**src/rtl/ps2_sender_pkg.sv**
```systemverilog
// Shared types and constants for the PS/2 device-side key sender.
package ps2_sender_pkg;

  typedef enum logic [1:0] {
    IDLE  = 2'd0,
    SHIFT = 2'd1,
    GAP   = 2'd2
  } ps2_state_e;

  localparam logic       PS2_START = 1'b0;
  localparam logic       PS2_STOP  = 1'b1;
  localparam logic [7:0] PS2_BREAK = 8'hF0;
  localparam logic [7:0] PS2_EXT   = 8'hE0;

  // Frame bit i is sent as the i-th bit: start, data LSB first, odd parity, stop.
  function automatic logic [10:0] ps2_frame(input logic [7:0] b);
    return {PS2_STOP, ~^b, b, PS2_START};
  endfunction

endpackage

```
**src/rtl/ps2_halfbit_timer.sv**
```systemverilog
// Loadable down-counter; tick_o pulses for one cycle every PERIOD enabled cycles.
module ps2_halfbit_timer #(
  parameter int PERIOD = 4
) (
  input  logic clk_i,
  input  logic rst_i,
  input  logic load_i,
  input  logic en_i,
  output logic tick_o
);

  localparam int W = (PERIOD > 1) ? $clog2(PERIOD) : 1;
  localparam logic [W-1:0] RELOAD = W'(PERIOD - 1);

  logic [W-1:0] cnt_q, cnt_d;

  always_comb begin
    cnt_d = cnt_q;
    if (load_i) begin
      cnt_d = RELOAD;
    end else if (en_i) begin
      cnt_d = (cnt_q == '0) ? RELOAD : cnt_q - W'(1);
    end
  end

  always_ff @(posedge clk_i or posedge rst_i) begin
    if (rst_i) cnt_q <= RELOAD;
    else       cnt_q <= cnt_d;
  end

  assign tick_o = en_i && (cnt_q == '0);

endmodule

```
**src/rtl/ps2_key_sender.sv**
```systemverilog
// PS/2 keyboard device emulator: serializes handshaked scan codes into 11-bit frames.
// Define PS2_AUTO_BREAK_EN to append F0 + repeated byte (break code) after each make code.
module ps2_key_sender
  import ps2_sender_pkg::*;
#(
  parameter int clk_mhz     = 25,
  parameter int ps2_half_us = 40,
  parameter int gap_us      = 200
) (
  input  logic       clk,
  input  logic       reset,
  input  logic [7:0] tx_data,
  input  logic       tx_valid,
  output logic       tx_ready,
  output logic       ps2clk,
  output logic       ps2data,
  output logic       busy
);

  localparam int HALF_CYC = clk_mhz * ps2_half_us;
  localparam int GAP_CYC  = clk_mhz * gap_us;
  localparam logic [3:0] LAST_BIT = 4'd10;

  ps2_state_e  state_q, state_d;
  logic [10:0] frame_q, frame_d;
  logic [3:0]  bit_q, bit_d;
  logic        clk_q, clk_d, dat_q, dat_d, rdy_q, rdy_d, busy_q, busy_d;
  logic        hs, half_load, half_tick, gap_load, gap_tick;
`ifdef PS2_AUTO_BREAK_EN
  logic [1:0]  seq_q, seq_d;
  logic [7:0]  byte_q, byte_d;
`endif

  function automatic logic [3:0] bit_sat_inc(input logic [3:0] b);
    return (b >= LAST_BIT) ? LAST_BIT : b + 4'd1;
  endfunction

  assign hs = tx_valid && rdy_q;

  always_comb begin
    state_d   = state_q;
    frame_d   = frame_q;
    bit_d     = bit_q;
    clk_d     = clk_q;
    dat_d     = dat_q;
    rdy_d     = rdy_q;
    busy_d    = busy_q;
    half_load = 1'b0;
    gap_load  = 1'b0;
`ifdef PS2_AUTO_BREAK_EN
    seq_d     = seq_q;
    byte_d    = byte_q;
`endif
    case (state_q)
      IDLE: begin
        if (hs) begin
          frame_d   = ps2_frame(tx_data);
          bit_d     = '0;
          half_load = 1'b1;
          clk_d     = 1'b1;
          dat_d     = PS2_START;
          rdy_d     = 1'b0;
          busy_d    = 1'b1;
          state_d   = SHIFT;
`ifdef PS2_AUTO_BREAK_EN
          seq_d     = 2'd0;
          byte_d    = tx_data;
`endif
        end
      end
      SHIFT: begin
        // High phase ends in a falling edge; low phase ends by presenting the next bit.
        if (half_tick) begin
          if (clk_q) begin
            clk_d = 1'b0;
          end else if (bit_q == LAST_BIT) begin
            clk_d    = 1'b1;
            dat_d    = 1'b1;
            gap_load = 1'b1;
            state_d  = GAP;
          end else begin
            bit_d = bit_sat_inc(bit_q);
            dat_d = frame_q[bit_d];
            clk_d = 1'b1;
          end
        end
      end
      GAP: begin
        if (gap_tick) begin
`ifdef PS2_AUTO_BREAK_EN
          if (seq_q == 2'd0 && byte_q != PS2_BREAK && byte_q != PS2_EXT) begin
            frame_d   = ps2_frame(PS2_BREAK);
            seq_d     = 2'd1;
            bit_d     = '0;
            half_load = 1'b1;
            dat_d     = PS2_START;
            state_d   = SHIFT;
          end else if (seq_q == 2'd1) begin
            frame_d   = ps2_frame(byte_q);
            seq_d     = 2'd2;
            bit_d     = '0;
            half_load = 1'b1;
            dat_d     = PS2_START;
            state_d   = SHIFT;
          end else begin
            rdy_d   = 1'b1;
            busy_d  = 1'b0;
            state_d = IDLE;
          end
`else
          rdy_d   = 1'b1;
          busy_d  = 1'b0;
          state_d = IDLE;
`endif
        end
      end
      default: state_d = IDLE;
    endcase
  end

  always_ff @(posedge clk or posedge reset) begin
    if (reset) begin
      state_q <= IDLE;
      bit_q   <= '0;
      clk_q   <= 1'b1;
      dat_q   <= 1'b1;
      rdy_q   <= 1'b1;
      busy_q  <= 1'b0;
`ifdef PS2_AUTO_BREAK_EN
      seq_q   <= '0;
`endif
    end else begin
      state_q <= state_d;
      bit_q   <= bit_d;
      clk_q   <= clk_d;
      dat_q   <= dat_d;
      rdy_q   <= rdy_d;
      busy_q  <= busy_d;
`ifdef PS2_AUTO_BREAK_EN
      seq_q   <= seq_d;
`endif
    end
  end

  // Frame payload is only read after a load in IDLE/GAP, so it needs no reset.
  always_ff @(posedge clk) begin
    frame_q <= frame_d;
`ifdef PS2_AUTO_BREAK_EN
    byte_q  <= byte_d;
`endif
  end

  ps2_halfbit_timer #(.PERIOD(HALF_CYC)) u_half_tmr (
    .clk_i  (clk),
    .rst_i  (reset),
    .load_i (half_load),
    .en_i   (state_q == SHIFT),
    .tick_o (half_tick)
  );

  ps2_halfbit_timer #(.PERIOD(GAP_CYC)) u_gap_tmr (
    .clk_i  (clk),
    .rst_i  (reset),
    .load_i (gap_load),
    .en_i   (state_q == GAP),
    .tick_o (gap_tick)
  );

  assign tx_ready = rdy_q;
  assign ps2clk   = clk_q;
  assign ps2data  = dat_q;
  assign busy     = busy_q;

endmodule

```
**config.mk**
```make
export PLATFORM = sky130hd
export DESIGN_NAME = ps2_key_sender
export DESIGN_NICKNAME = d
export VERILOG_FILES = /design/src/rtl/ps2_sender_pkg.sv /design/src/rtl/ps2_halfbit_timer.sv /design/src/rtl/ps2_key_sender.sv
export SDC_FILE = /design/constraint.sdc
export NUM_CORES = 1
export LEC_CHECK = 0
export CAP_MARGIN = 15
export CORE_MARGIN = 2
export CORE_UTILIZATION = 53
export CTS_CLUSTER_DIAMETER = 200
export DETAILED_ROUTE_END_ITERATION = 8
export PLACE_DENSITY = 0.76
export SETUP_SLACK_MARGIN = 0.1
export SLEW_MARGIN = 0
export SYNTH_ARGS = -nofsm -noshare
export SYNTH_HDL_FRONTEND = slang
export SYNTH_SLANG_ARGS = --single-unit
export TNS_END_PERCENT = 5
```
**constraint.sdc**
```tcl
create_clock -name clk -period 2.48 [get_ports clk]
set_input_delay 0.744 -clock clk [delete_from_list [all_inputs] [get_ports clk]]
set_output_delay 0.744 -clock clk [all_outputs]
set_load 0.01 [all_outputs]
```
**Placement density heat map**

The die is cut into 7 by 7 equal tiles; white is low, dark blue is high, 0 to 100% covered.
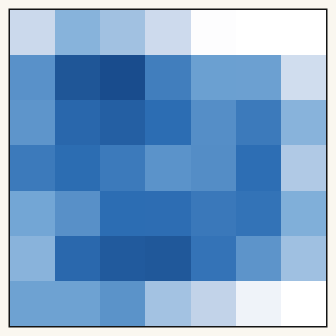
emptiest ninth of the die: north-east
mean over tiles: 54%
nearly empty tiles: 8.2%
tiles over 75% full: 22%
fullest tile: 89%

**Metal 3**

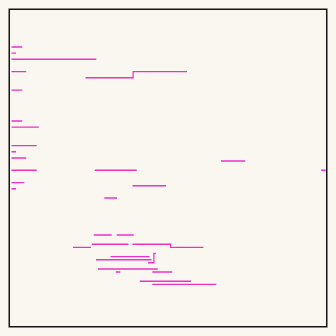
share of all routed wire: 4.5%
longest straight run: 18.4 um
met3 Use GR: 4.80%
Routed WL: 4.46 mm

**Cell placement**

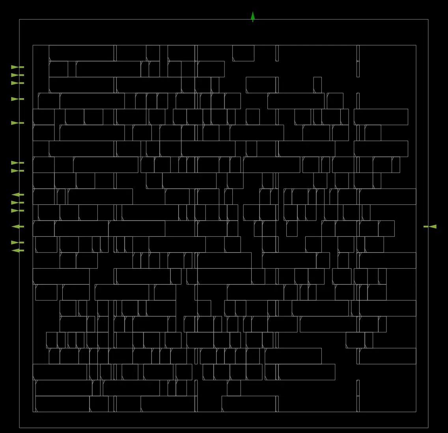
num rows: 23
flop share of the area: 42.0%

==> out/results.ini <==
[clock_tree]
cts-buffers-inserted=5
cts_tree=done
ctsHoldBuffers=0
clk_pin_slew_ns=0.08
htreeDepth=2

[timing]
clock-skew-final_ns=0.00767
slew_viol_final=0
slew-limit-headroom_pct=53.3
whs_ns=0.488
hold_viol=0

[place]
place_ws_ns=0.145
dp_hpwl_mm=3.24

[synthesis]
simple_gate_share_pct=22.5
yosysTopAreaCell=dfstp_2
yosys-stat-area_um2=2290
fp_nets=248
ff_type=dfstp_2

[min_path]
min_path_type=reg -> reg
hold_depth=2
whs_endpoint=busy

[die]
die_h_um=69.7
num_io_pins=15

[global_routing]
busiest_layer=met2
grt_pass1_vias=1749
track_usage_pct=20.0
grt_max_degree=34
gr-total-overflow=0
use_met1_pct=26.7

[setup_path]
worstPathCellList=or3_4 -> or4b_4 -> or4_1 -> or3_1 -> o21ai_0
crit_end=u_gap_tmr.cnt_q[10]
startpoint_type=register
cp.required_ns=2.69

[finish]
final_cell_count_no_fill=314
clock_buffers=6
lay_top_cells=25 x nand2_1, 21 x nor2_1, 18 x dfstp_2
flops=42
final_util_pct=65.2

[power]
pg_comb_uw=284
powerSeq_uw=936

[detailed_routing]
drtIter0Drc=86

[run_status]
status=finished, final reports clean

**Pin map**

Pins as bars across the die edge, other pins in grey.
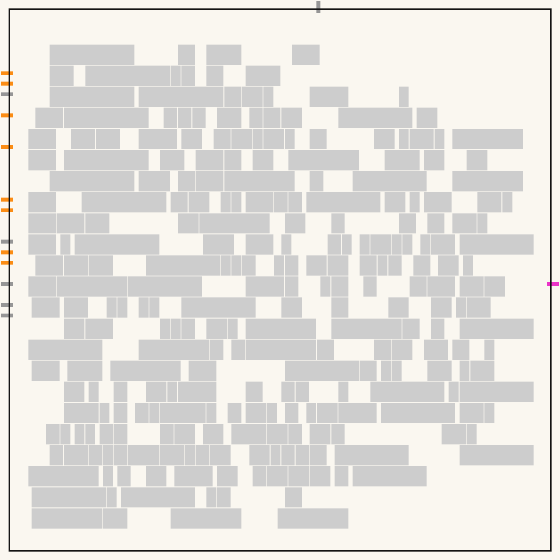
| port | colour | pins | direction | edge |
|---|---|---|---|---|
| tx_valid | magenta | 1 | input | east |
| tx_data | orange | 8 | input | west |

**Clock wires, drivers and flops**

The bar under the picture is 20 um long.
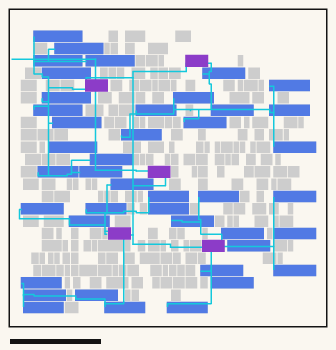
[flip-flops] blue | count: 42
[clock wires] cyan | length: 499 um
[clock drivers] purple | count: 5
routed clock nets: 6
flops lie: all over the die

## metal layers
layer  routed length, um  vias to the layer above
met5                   0                        -
met3                 200                        8
met4                  77                        0
met2                2080                       44
met1                2100                      847
li1                    -                      908
## worst register-to-register path: stages, from the launching register on
cell	delay, ns
dfrtp_1	0.43
or3_4	0.40
or4b_4	0.55
or4_1	0.43
or3_1	0.31
o21ai_0	0.08
## flip-flops by register name (all words and copies together) (netlist names)
name,cells
state_q,2
tx_ready,1
busy,1
ps2clk,1
frame_q,9
ps2data,1
bit_q,4
u_gap_tmr.cnt_q,13
u_half_tmr.cnt_q,10
## repair_timing
action | in CTS | in global routing
hold endpoints to repair | 0 | 0
setup endpoints to repair | 0 | 2
buffers inserted | 0 | 1
